Design tx_bit_stuffer, sky130hd; sources not shown.
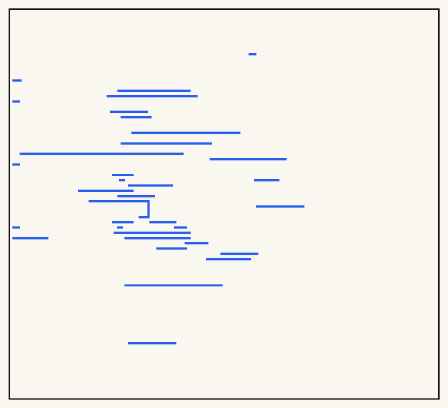
(images/met3.png)
share of all routed wire: 6.9%
nets with wire on the layer: 27
wire length on this layer: 193 µm
wirelength, routed: 2791 µm
M3 GR Usage: 0.05928
vias after detailed routing: 1,095

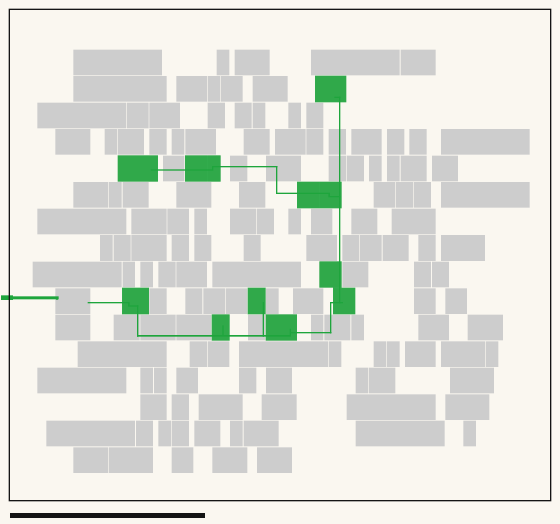
(images/port_nets.png)
Scale bar: 20 µm.
legend:
  green:
    port: bit_en
    bits: 1
    direction: input
    end_cells: 12
    buffers: 1
    wire: 86.1 µm
I/O pin total: 12
IO Port Bufs: 11

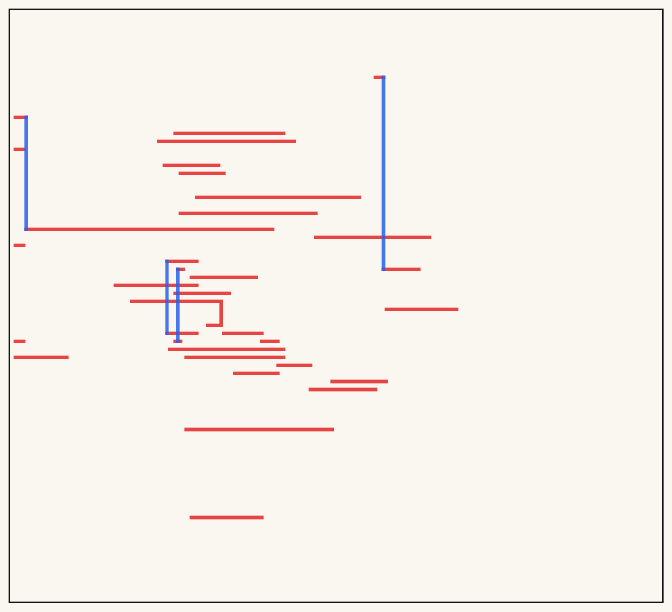
(images/metal_stack.png)
Only two layers are drawn.
legend:
  red:
    layer: met3
    wire_length: 193 µm
  blue:
    layer: met4
    wire_length: 38.1 µm
GRT Util Overall: 0.2187
DR WL/cell: 15.68 µm

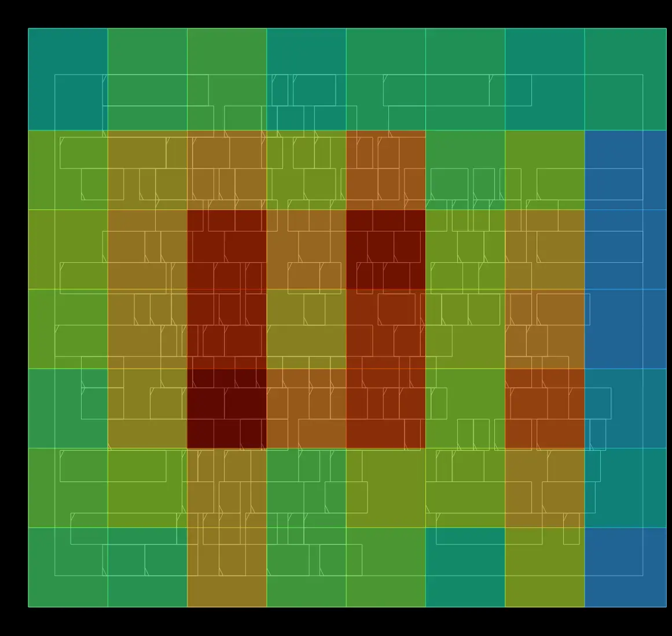
(images/final_congestion.png)
met1 GRT Util: 0.2989
grt peak-use layer: met2
final core utilization: 0.5946
GR Util met2: 0.3452

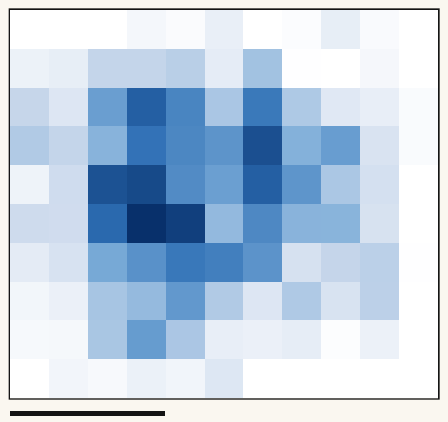
(images/wire_density.png)
Scale bar: 20 µm. 11 x 10 tiles, from white (low) to dark blue (high), scaled to the fullest tile. Values are wire area over tile area, all layers added.
nearly empty tiles: 19%
mean over tiles: 0.16
densest ninth of the die: center
tiles over half the peak: 24%

==> run_results.csv <==
group,metric,value,unit
run_status,status,"completed",
yosys,ff_type,"dfrtp_1",
yosys,synth-seq-cells,15,
yosys,yosys_warnings,0,
cts,numCtsBuffers,3,
cts,post_cts_resized,0,
pwr,p_clk_frac,0.104,
yosys,synth_cells,141,
pwr,p_int,0.0005934,W
final_timing,finalHoldViolations,0,
pwr,p_per_area,838.5,nW/µm²
critical_path,required,3.28,ns
cts,cts-htree-levels,1,
placement,hpwl,2057,µm
flow_run,warning_count,29,
critical_path,cp.arrival,2.69,ns
final_timing,setup_violations,0,
cts,clockBufferDepth,2,
floorplan,die_y,50.26,µm
yosys,synth_area,1189,µm²
global_routing,grt_pass1_wl,4843,µm
finish,fillCellCount,210,
final_timing,slew_violations,0,
cts,cts_root_buffer,"clkbuf_4",
final_timing,rsz0062_at_grt,"false",
pwr,top_power_group,"combinational cells",
cts,clock_latency,0.29,ns
global_routing,grt_max_degree,23,
yosys,top_cell,"a21oi_1",
hold_path,min_delay_path_depth,2,
critical_path,endpoint_kind,"flop",
pwr,ir_drop,494.9,µV
yosys,area_leaders,"dfrtp_1 29%, a21oi_1 6.7%, ha_1 6.3%, nor2_1 3.8%, nand2b_1 3.2%",
route,ant_nets,0,
final_timing,clock_skew,0.004916,ns
pwr,power_leakage,0.5684,nW
cts,clkTransAtPathRegs,0.10,ns
critical_path,worstPathMaxFanout,12,
route,vias_per_cell,6.152,
placement,place_inst,174,
finish,area_growth,11.16,%
yosys,yosys.area.top_type,"dfrtp_1",
final_timing,period_used_share,0.8086,
pwr,pg_seq,0.000348,W
pwr,comb_power,0.000645,W
cts,cts_tree,"done",
floorplan,rows,16,
critical_path,regToRegSetupSlack,0.90,ns
final_timing,max_clock_freq,399.0,MHz
yosys,ys_chip_area,1189,µm²
placement,place_congestion,1.022,
floorplan,core,2222,µm²
yosys,common_cells,"16 x a21oi_1, 14 x dfrtp_1, 12 x nor2_1, 8 x inv_1",
finish,fin_nets,165,
hold_path,hp-class,"flop to flop",
finish,register_area,376.6,µm²
pwr,p_total,0.001108,W
pwr,switching_power,0.0005145,W
route,drtIter0Drc,43,
final_timing,max_slew_margin,0.4471,
critical_path,rr_worst_depth,5,
yosys,edf_count,0,
cts,postCtsSetupBuffers,0,
pwr,combPwrFrac,0.582,
yosys,async_flop_share,1.000,
final_timing,tns,0,ns
floorplan,fp-utilization,0.5349,
global_routing,grt_pass1_vias,1047,
pwr,sequentialPowerShare,0.314,
cts,clock-sinks,15,
flow_run,cap_violations,0,
finish,final_cells,178,
floorplan,dieArea,2784,µm²
cts,cts-hold-fix-buffers,0,
pwr,sw_frac_of_total,0.4644,
critical_path,worstSetupPathType,"input pin to flop",
final_timing,tightest_slew,0.8293,ns
finish,area.combinational,732.0,µm²
route,drcViolationCount,0,
yosys,ys_seq_frac,0.3168,
finish,drive_gt1_frac,0.05960,
global_routing,grt-ovfl-total,0,
global_routing,grt_antenna_before_repair,0,
yosys,yosys_cells,141,
pwr,clock_net_power,0.000115,W
placement,dp_slack,0.3849,ns
yosys,avgSynthCellArea,8.430,µm²
route,dr.pass1.iters,4,
final_timing,fin_crit,2.507,ns
final_timing,worst_slack,0.5934,ns
yosys,syn_nets,154,
floorplan,die_w,55.40,µm
yosys,top_cell_area_share,0.2947,
yosys,synth_cell_types,47,
critical_path,worst_setup_path_start_kind,"input pin",
finish,diodes,0,
## layer usage
| layer | wire length, µm | share of wire | global-route usage |
|---|---|---|---|
| met1 | 1270 | 0.46 | 0.2989 |
| met5 | 0 | 0 | 0 |
| met3 | 192 | 0.069 | 0.05928 |
| met2 | 1289 | 0.46 | 0.3452 |
| met4 | 38 | 0.014 | 0.05285 |
## cell usage in the layout (no fill, tap or decap), drive strengths merged, types with 2 or more instances in the layout
cell,n
a21oi,16
a22oi,2
a31oi,3
and2,2
clkbuf,4
clkdlybuf4s50,4
dfrtp,14
dlygate4sd3,7
ha,6
inv,8
mux2i,2
nand2,7
nand2b,6
nand3,4
nand3b,4
nor2,12
nor2b,4
nor3,5
nor3b,2
nor4b,3
o211a,2
o21ai,7
o22ai,3
## metrics by stage
step | hold slack (ns) | cell area [µm²]
2_1_floorplan | 0.4794 | 1189
3_3_place_gp | 0.4984 | 1305
3_5_place_dp | 0.4790 | 1305
4_1_cts | 0.5096 | 1333
5_1_grt | 0.5181 | 1321
6_report | 0.4934 | 1321
## critical path, cell delays in order
cell           delay, ns
dlygate4sd3_1       0.79
inv_1               0.22
nor3_1              0.46
nor3_1              0.10
a221o_1             0.33
## cell families after synthesis
| logic type | Yosys count | synth area share |
|---|---|---|
| adders and majority gates | 6 | 0.06316 |
| AOI/OAI and AO/OA | 51 | 0.2948 |
| xor gates and xnor gates | 1 | 0.007370 |
| and+or+nand+nor | 50 | 0.2305 |
| DFF | 15 | 0.3168 |
| buffers and inverters | 15 | 0.06105 |
| muxes | 3 | 0.02632 |
## area by class of cell
type                       count  share of cell area
multi-input combinational    111              0.5540
clock inverter                 1            0.003788
timing repair buffer          13             0.09186
sequential                    15              0.2850
tap                           27             0.02557
clock buffer                   3             0.01705
inverter                       8             0.02273
No activity file was given, so power comes from the tool's default toggle rates.
